[src/rtl/mul_if.sv]
// Request/response bundle between the EX stage and the iterative multiplier.
// Handshake: a transfer happens on a rising edge where valid && ready; the
// sender holds valid and payload stable until that edge, and the receiver
// may raise or drop ready freely.
interface mul_if #(
  parameter int XLEN  = 64,
  parameter int TAG_W = 5
);
  logic             in_valid;
  logic             in_ready;
  logic [1:0]       in_op;
  logic             in_word;
  logic [XLEN-1:0]  in_a;
  logic [XLEN-1:0]  in_b;
  logic [TAG_W-1:0] in_tag;
  logic             out_valid;
  logic             out_ready;
  logic [XLEN-1:0]  out_result;
  logic [TAG_W-1:0] out_tag;

  modport master (
    output in_valid, in_op, in_word, in_a, in_b, in_tag, out_ready,
    input  in_ready, out_valid, out_result, out_tag
  );

  modport slave (
    input  in_valid, in_op, in_word, in_a, in_b, in_tag, out_ready,
    output in_ready, out_valid, out_result, out_tag
  );
endinterface

[src/rtl/mul_unit.sv]
// Iterative RISC-V M-extension multiplier: shift-add on operand magnitudes,
// BPC multiplier bits per cycle, sign fix-up and result selection at the end.
module mul_unit #(
  parameter int XLEN  = 64,
  parameter int BPC   = 2,
  parameter int TAG_W = 5
) (
  input  logic       clk,
  input  logic       rst,
  input  logic       flush,
  mul_if.slave       i_bus,
  output logic       busy,
  output logic [1:0] o_dbg_state
);
  localparam int N_FULL = XLEN / BPC;
  localparam int N_WORD = 32 / BPC;
  localparam int CNT_W  = $clog2(N_FULL) + 1;

  typedef enum logic [1:0] {IDLE = 2'd0, CALC = 2'd1, FIX = 2'd2, DONE = 2'd3} state_t;

  state_t             r_state, w_next;
  logic [1:0]         r_op;
  logic               r_word;
  logic [TAG_W-1:0]   r_tag;
  logic               r_neg;
  logic [2*XLEN-1:0]  r_mcand;
  logic [XLEN-1:0]    r_mplier;
  logic [2*XLEN-1:0]  r_acc;
  logic [CNT_W-1:0]   r_cnt;
  logic [XLEN-1:0]    r_result;
  logic               r_out_valid;

  logic               w_word;
  logic [1:0]         w_op;
  logic [XLEN-1:0]    w_a, w_b, w_mag_a, w_mag_b;
  logic               w_sa, w_sb, w_zero;
  logic               w_in_ready, w_accept;
  logic [2*XLEN-1:0]  w_pp, w_prod;
  logic [XLEN-1:0]    w_res;

  // Effective operands: word mode sign-extends the low halves and forces MUL.
  always_comb begin
    w_word  = (XLEN == 64) && i_bus.in_word;
    w_op    = w_word ? 2'b00 : i_bus.in_op;
    w_a     = w_word ? XLEN'($signed(i_bus.in_a[31:0])) : i_bus.in_a;
    w_b     = w_word ? XLEN'($signed(i_bus.in_b[31:0])) : i_bus.in_b;
    w_sa    = (w_op != 2'b11) && w_a[XLEN-1];
    w_sb    = (w_op[1] == 1'b0) && w_b[XLEN-1];
    w_mag_a = w_sa ? -w_a : w_a;
    w_mag_b = w_sb ? -w_b : w_b;
    w_zero  = (w_a == '0) || (w_b == '0);
  end

  always_comb begin
    w_pp = '0;
    for (int i = 0; i < BPC; i++) begin
      if (r_mplier[i]) w_pp = w_pp + (r_mcand << i);
    end
  end

  always_comb begin
    w_prod = r_neg ? -r_acc : r_acc;
    if (r_word)              w_res = XLEN'($signed(w_prod[31:0]));
    else if (r_op == 2'b00)  w_res = w_prod[XLEN-1:0];
    else                     w_res = w_prod[2*XLEN-1:XLEN];
  end

  always_comb begin
    w_next     = r_state;
    w_in_ready = 1'b0;
    w_accept   = 1'b0;
    case (r_state)
      IDLE: begin
        w_in_ready = rst && !flush;
        if (i_bus.in_valid && w_in_ready) begin
          w_accept = 1'b1;
          w_next   = w_zero ? FIX : CALC;
        end
      end
      CALC: if (r_cnt == '0) w_next = FIX;
      FIX:  w_next = DONE;
      DONE: if (r_out_valid && i_bus.out_ready) w_next = IDLE;
      default: w_next = IDLE;
    endcase
    if (flush) w_next = IDLE;
  end

  always_ff @(posedge clk) begin
    if (!rst) begin
      r_state     <= IDLE;
      r_op        <= '0;
      r_word      <= 1'b0;
      r_tag       <= '0;
      r_neg       <= 1'b0;
      r_mcand     <= '0;
      r_mplier    <= '0;
      r_acc       <= '0;
      r_cnt       <= '0;
      r_result    <= '0;
      r_out_valid <= 1'b0;
    end else begin
      r_state <= w_next;
      if (w_accept) begin
        r_op     <= w_op;
        r_word   <= w_word;
        r_tag    <= i_bus.in_tag;
        r_neg    <= w_sa ^ w_sb;
        r_mcand  <= {{XLEN{1'b0}}, w_mag_a};
        r_mplier <= w_mag_b;
        r_acc    <= '0;
        r_cnt    <= w_word ? CNT_W'(N_WORD - 1) : CNT_W'(N_FULL - 1);
      end
      if (r_state == CALC) begin
        r_acc    <= r_acc + w_pp;
        r_mcand  <= r_mcand << BPC;
        r_mplier <= r_mplier >> BPC;
        r_cnt    <= r_cnt - 1'b1;
      end
      if (r_state == FIX) r_result <= w_res;
      // The result is presented one cycle after DONE is entered, giving N+2.
      r_out_valid <= (r_state == DONE) && !flush && !(r_out_valid && i_bus.out_ready);
    end
  end

  assign i_bus.in_ready   = w_in_ready;
  assign i_bus.out_valid  = r_out_valid;
  assign i_bus.out_result = r_result;
  assign i_bus.out_tag    = r_tag;
  assign busy             = (r_state != IDLE);
  assign o_dbg_state      = r_state;
endmodule

[src/flat_wrapper.sv]
// flat-port wrapper written by rule: the top's interface ports become plain ports
module mul_unit_flat 
#(
  parameter int XLEN  = 64,
  parameter int BPC   = 2,
  parameter int TAG_W = 5
)
  (clk, rst, flush, busy, o_dbg_state, i_bus_in_valid, i_bus_in_op, i_bus_in_word, i_bus_in_a, i_bus_in_b, i_bus_in_tag, i_bus_out_ready, i_bus_in_ready, i_bus_out_valid, i_bus_out_result, i_bus_out_tag);
  mul_if #(.XLEN(XLEN), .TAG_W(TAG_W)) i_bus_i ();
  input  logic clk;
  input  logic rst;
  input  logic flush;
  output logic busy;
  output logic [1:0] o_dbg_state;
  input wire logic [$bits(i_bus_i.in_valid)-1:0] i_bus_in_valid;
  input wire logic [$bits(i_bus_i.in_op)-1:0] i_bus_in_op;
  input wire logic [$bits(i_bus_i.in_word)-1:0] i_bus_in_word;
  input wire logic [$bits(i_bus_i.in_a)-1:0] i_bus_in_a;
  input wire logic [$bits(i_bus_i.in_b)-1:0] i_bus_in_b;
  input wire logic [$bits(i_bus_i.in_tag)-1:0] i_bus_in_tag;
  input wire logic [$bits(i_bus_i.out_ready)-1:0] i_bus_out_ready;
  output wire logic [$bits(i_bus_i.in_ready)-1:0] i_bus_in_ready;
  output wire logic [$bits(i_bus_i.out_valid)-1:0] i_bus_out_valid;
  output wire logic [$bits(i_bus_i.out_result)-1:0] i_bus_out_result;
  output wire logic [$bits(i_bus_i.out_tag)-1:0] i_bus_out_tag;
  assign i_bus_i.in_valid = i_bus_in_valid;
  assign i_bus_i.in_op = i_bus_in_op;
  assign i_bus_i.in_word = i_bus_in_word;
  assign i_bus_i.in_a = i_bus_in_a;
  assign i_bus_i.in_b = i_bus_in_b;
  assign i_bus_i.in_tag = i_bus_in_tag;
  assign i_bus_i.out_ready = i_bus_out_ready;
  assign i_bus_in_ready = i_bus_i.in_ready;
  assign i_bus_out_valid = i_bus_i.out_valid;
  assign i_bus_out_result = i_bus_i.out_result;
  assign i_bus_out_tag = i_bus_i.out_tag;
  mul_unit #(.XLEN(XLEN), .BPC(BPC), .TAG_W(TAG_W)) u_core (.clk(clk), .rst(rst), .flush(flush), .i_bus(i_bus_i), .busy(busy), .o_dbg_state(o_dbg_state));
endmodule
[config.mk]
export PLATFORM = sky130hd
export DESIGN_NAME = mul_unit_flat
export DESIGN_NICKNAME = d
export VERILOG_FILES = /design/src/rtl/mul_if.sv /design/src/rtl/mul_unit.sv /design/src/flat_wrapper.sv
export SDC_FILE = /design/constraint.sdc
export NUM_CORES = 2
export LEC_CHECK = 0
export CAP_MARGIN = 5
export CORE_ASPECT_RATIO = 1.5
export CORE_MARGIN = 2
export CORE_UTILIZATION = 58
export DETAILED_ROUTE_END_ITERATION = 8
export PLACE_DENSITY = 0.77
export SETUP_SLACK_MARGIN = 0.02
export SLEW_MARGIN = 20
export SYNTH_ARGS = -nofsm -noshare
export SYNTH_HDL_FRONTEND = slang
export SYNTH_SLANG_ARGS = --single-unit
[constraint.sdc]
create_clock -name clk -period 16.1 [get_ports clk]
set_input_delay 3.22 -clock clk [delete_from_list [all_inputs] [get_ports clk]]
set_output_delay 3.22 -clock clk [all_outputs]
set_load 0.03 [all_outputs]
==> images/clocks.png <==
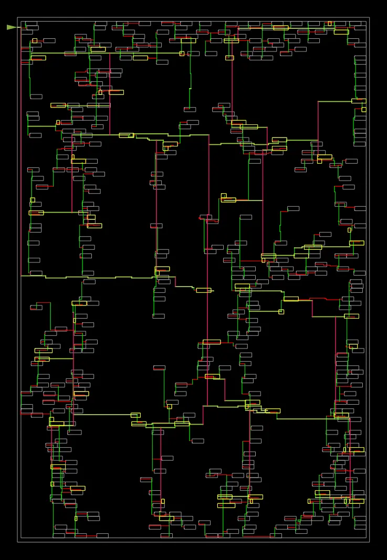
Latency at later pin: 0.62 ns
Final Skew: 0.0369 ns
Clock Buffer Count: 55
P_clk: 1090 µW

==> images/layer_met1.png <==
Supply wires on this layer in grey.
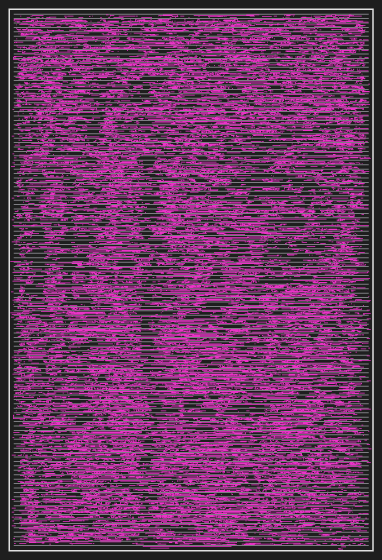
share of all routed wire	37%
longest straight run	96.6 µm
via count: 45813
met1 layer usage reported by global route: 44.8%
Total Wirelength: 155000 µm

==> images/flops_by_reg.png <==
Other sequential cells in the stronger grey, the rest of the logic in the fainter grey.
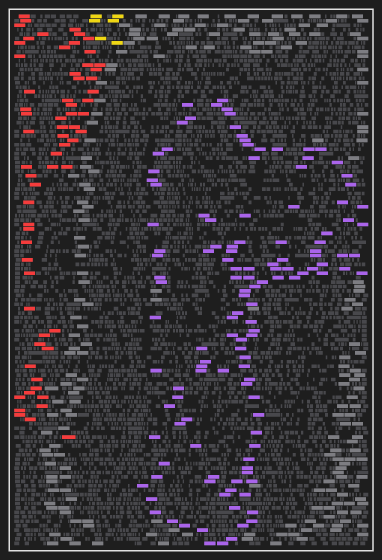
colour	netlist name	sequential cells
yellow	u_core.r_cnt	6
purple	u_core.r_acc	128
red	u_core.r_mplier	64
not coloured	204
sequential power: 1070 µW
Util after Layout: 63.3%
Register Area: 0.00806 mm²

==> images/power_grid.png <==
Pins as bars on the die edge.
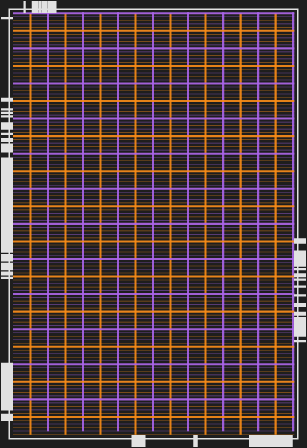
colour	net
purple	VDD
orange	VSS
signal pins	215
met5 straps	24
floorplan die width: 222 µm
maximum resistive drop on vdd: 0.0824 mV

power by group:
group          switching, µW  leakage (µW)  internal (µW)  total (µW)
Clock                    468      0.000720            620        1090
Combinational            222        0.0140            135         357
Sequential              54.7       0.00325           1020        1070
Total                    744        0.0180           1770        2510
placed cells by master (no fill, tap or decap), types with 46 or more instances in the layout:
cell type / instances
a211oi_1: 87
nand2_1: 730
a31oi_1: 81
o31ai_1: 66
inv_1: 127
nor2_1: 676
a21oi_1: 665
dfxtp_1: 399
clkdlybuf4s50_1: 212
and2_1: 84
nand4_1: 95
xor2_1: 228
or2_2: 56
xnor2_1: 273
or3_1: 58
nand2b_1: 51
nor3_1: 153
o21bai_1: 57
ha_1: 214
and3_1: 154
a221oi_1: 55
a21o_1: 139
o22ai_1: 49
nand3_1: 74
o21ai_0: 520
nor4_1: 68
clkbuf_16: 46
cell families after synthesis:
group | after synthesis | share of synthesized area (%)
simple gates | 2341 | 26.7
buf+inv | 587 | 5.43
fa+ha+maj | 219 | 6.63
xor+xnor | 501 | 10.6
flops | 402 | 19.4
mux | 44 | 1.13
compound gates | 2040 | 30.2
stage by stage:
stage               setup slack, ns  utilization (%)  hold WS, ns  std cells  area, µm²
finish                         7.19             63.3        0.444       6939      45000
global route                   6.77             63.3        0.467       6936      45000
CTS                            7.42             63.3        0.449       6935      45000
detailed placement             7.47             61.1        0.439       6854      43500
global placement               7.52             61.1        0.432       6854      43500
floorplan                      7.07                -        0.425       6134      41500
worst max-delay path by stage:
stage | startpoint | end | slack, ns | cells past startpoint
finish | u_core.r_mplier[0]$_SDFFE_PN0P_ | u_core.r_acc[127]$_SDFFE_PN0P_ | 7.19 | 28
global route | u_core.r_mplier[0]$_SDFFE_PN0P_ | u_core.r_acc[127]$_SDFFE_PN0P_ | 6.77 | 30
CTS | u_core.r_mplier[0]$_SDFFE_PN0P_ | u_core.r_acc[127]$_SDFFE_PN0P_ | 7.42 | 28
detailed placement | u_core.r_mplier[0]$_SDFFE_PN0P_ | u_core.r_acc[127]$_SDFFE_PN0P_ | 7.47 | 28
global placement | u_core.r_mplier[0]$_SDFFE_PN0P_ | u_core.r_acc[127]$_SDFFE_PN0P_ | 7.52 | 28
floorplan | u_core.r_mplier[0]$_SDFFE_PN0P_ | u_core.r_acc[122]$_SDFFE_PN0P_ | 7.07 | 44
registers in the layout, summed over array words and instances, names as in the netlist:
signal and cells:
u_core.r_mplier 64, u_core.i_bus.out_valid 1, u_core.o_dbg_state 2, u_core.r_word 1, u_core.r_op 2, u_core.r_cnt 6, u_core.r_acc 128, u_core.i_bus.out_result 64
u_core.r_mcand 128, u_core.r_neg 1, u_core.i_bus.out_tag 5
final cells by class:
class,instances,area (µm²)
antenna,4,10.0
clock buffer,55,1210
clock inverter,26,297
fill,6773,26100
inverter,132,505
multi-input combinational,5145,31300
sequential,402,8060
tap,915,1140
timing repair buffer,260,2510
metal layers:
layer / vias up / wire length [µm]
met4: 2 / 12700
met2: 2071 / 74200
met5: - / 9
met1: 21297 / 56800
li1: 21876 / -
met3: 567 / 10800
worst min-delay path: cells and delay by family, from the launching register on:
family | cells | cell delay, ns
flip-flops | 1 | 0.31
AND/OR/NAND/NOR | 2 | 0.09
==> tab_implementation.tex <==
% Yosys + OpenROAD metrics
\begin{tabular}{lr}
\hline
Metric & Value \\
\hline
\multicolumn{2}{l}{\textbf{Global route}} \\
Global-route met3 utilization & 5.93\% \\
GR Overflow Total & 0 \\
Antenna violations before repair & 4 \\
Global-route wire length before repair & 239000 µm \\
Number of global-route vias before repair & 42842 \\
Global route hottest layer & met2 \\
Met2 capacity usage during global routing & 69.6\% \\
Global-route usage over all layers & 40.2\% \\
Maximum number of pins on one net before global-route repair & 217 \\
\multicolumn{2}{l}{\textbf{Logic synthesis}} \\
Number of cells in Yosys stat & 6134 \\
Async set-reset flop share out of synthesis & 0\% \\
Post-Synthesis Mean Instance Area & 6.77 µm² \\
Dominant synthesized flop cell & dfxtp\_1 \\
Net count after synthesis & 6493 \\
Synthesis area per yosys & 0.0415 mm² \\
Top cell area share & 19.4\% \\
Registers, synthesis & 402 \\
Leading cell type by number of instances after synthesis & nand2\_1 \\
Number of enable flip-flop cells & 0 \\
Gate count of the mapped netlist & 6134 \\
Main area contributors & dfxtp\_1, a21oi\_1, nand2\_1 \\
Distinct cells, synth & 98 \\
Sequential fraction of the synthesis area & 19.4\% \\
Area leader, netlist & dfxtp\_1 \\
Total of warnings raised by yosys & 0 \\
Post-synthesis cell area & 0.0415 mm² \\
Commonest cells in the netlist & nand2\_1, nor2\_1, a21oi\_1, o21ai\_0, dfxtp\_1 \\
\multicolumn{2}{l}{\textbf{Layout}} \\
Layout Area Growth over Synthesis & 8.48\% \\
Layout cells sized above 1 & 4.20\% \\
Number of nets in the final layout & 6345 \\
\multicolumn{2}{l}{\textbf{Job}} \\
Number of warning messages in the logs & 58 \\
Max-cap violations & 0 \\
\multicolumn{2}{l}{\textbf{Worst setup path}} \\
Crit Path Class & register to register \\
Most repeated library cell on the critical path & nor3\_1 \\
Startpoint class of the critical path & register \\
CP max stage cell & a2111oi\_0 \\
Critical Path Max Stage Delay & 1.01 ns \\
Worst setup slack for register-to-register paths & 7.19 ns \\
Worst path required time & 16.62 ns \\
Reg2reg start & u\_core.r\_mplier[0]\$\_SDFFE\_PN0P\_ \\
CP Max Fanout & 193 \\
Arrival time reported for the critical path endpoint & 9.42 ns \\
Kind of end point of the critical path & register \\
Reg-to-reg critical path endpoint & u\_core.r\_acc[127]\$\_SDFFE\_PN0P\_ \\
Register-to-Register Path Depth & 28 \\
Worst Path Buf+Inv & 1 \\
\multicolumn{2}{l}{\textbf{Route}} \\
Average vias per placed instance & 6.60 \\
Number of antenna-violating nets in the routed design & 0 \\
DRC viols & 0 \\
DR WL/cell & 22.3 µm \\
Drt first pass iters & 6 \\
Initial detailed-routing violation count & 3983 \\
\multicolumn{2}{l}{\textbf{Clock tree}} \\
Clock Pin Slew Worst Setup and Hold Paths & 0.07 ns \\
CTS tree & yes \\
Total clock buffers created by CTS & 45 \\
Number of post-CTS setup repair buffers & 0 \\
Count of cells resized by post-cts repair & 0 \\
Num Clock Sinks & 402 \\
Maximum clock path buffer count & 3 \\
Clock tree root driver cell & clkbuf\_16 \\
CTS hold repair buffers & 0 \\
Number of H-tree branching levels & 2 \\
\multicolumn{2}{l}{\textbf{Final timing}} \\
Unrepaired setup endpoints after global routing & no \\
Transition time of the tightest slew-check pin & 1.18 ns \\
Final tally of hold violations & 0 \\
Min Clock Period, post-route & 8.91 ns \\
Post-Route Setup TNS & 0 ns \\
Cycle use final & 55.3\% \\
Max-slew violations & 0 \\
Peak clock frequency supported by timing & 112 MHz \\
Endpoints failing setup & 0 \\
Worst slew margin relative to its limit & 19.1\% \\
\multicolumn{2}{l}{\textbf{Floorplanning}} \\
Number of cell rows & 120 \\
Core Region & 0.0712 mm² \\
Initial Utilization & 58.3\% \\
Die Outline Area & 0.0738 mm² \\
Top-level port count & 215 \\
\multicolumn{2}{l}{\textbf{Hold path}} \\
Cell depth of the worst min-delay path & 2 \\
Beginning of the worst hold path & u\_core.i\_bus.out\_result[34]\$\_SDFFE\_PN0P\_ \\
Worst hold path endpoint & u\_core.i\_bus.out\_result[34]\$\_SDFFE\_PN0P\_ \\
Class of the tightest hold or removal check & register to register \\
\multicolumn{2}{l}{\textbf{Place}} \\
Gp weighted congestion & 1.04 \\
Quantity of I/O buffers inserted on ports & 214 \\
\multicolumn{2}{l}{\textbf{Power}} \\
Cell Pwr Density & 55.8 mW/mm² \\
Overall power & 2510 µW \\
Leakage Power & 0.0180 µW \\
\multicolumn{2}{l}{\textbf{Status}} \\
Run status & finished, final reports clean \\
\hline
\end{tabular}
Power figures rest on the tool's default switching activity, not on a simulated workload.
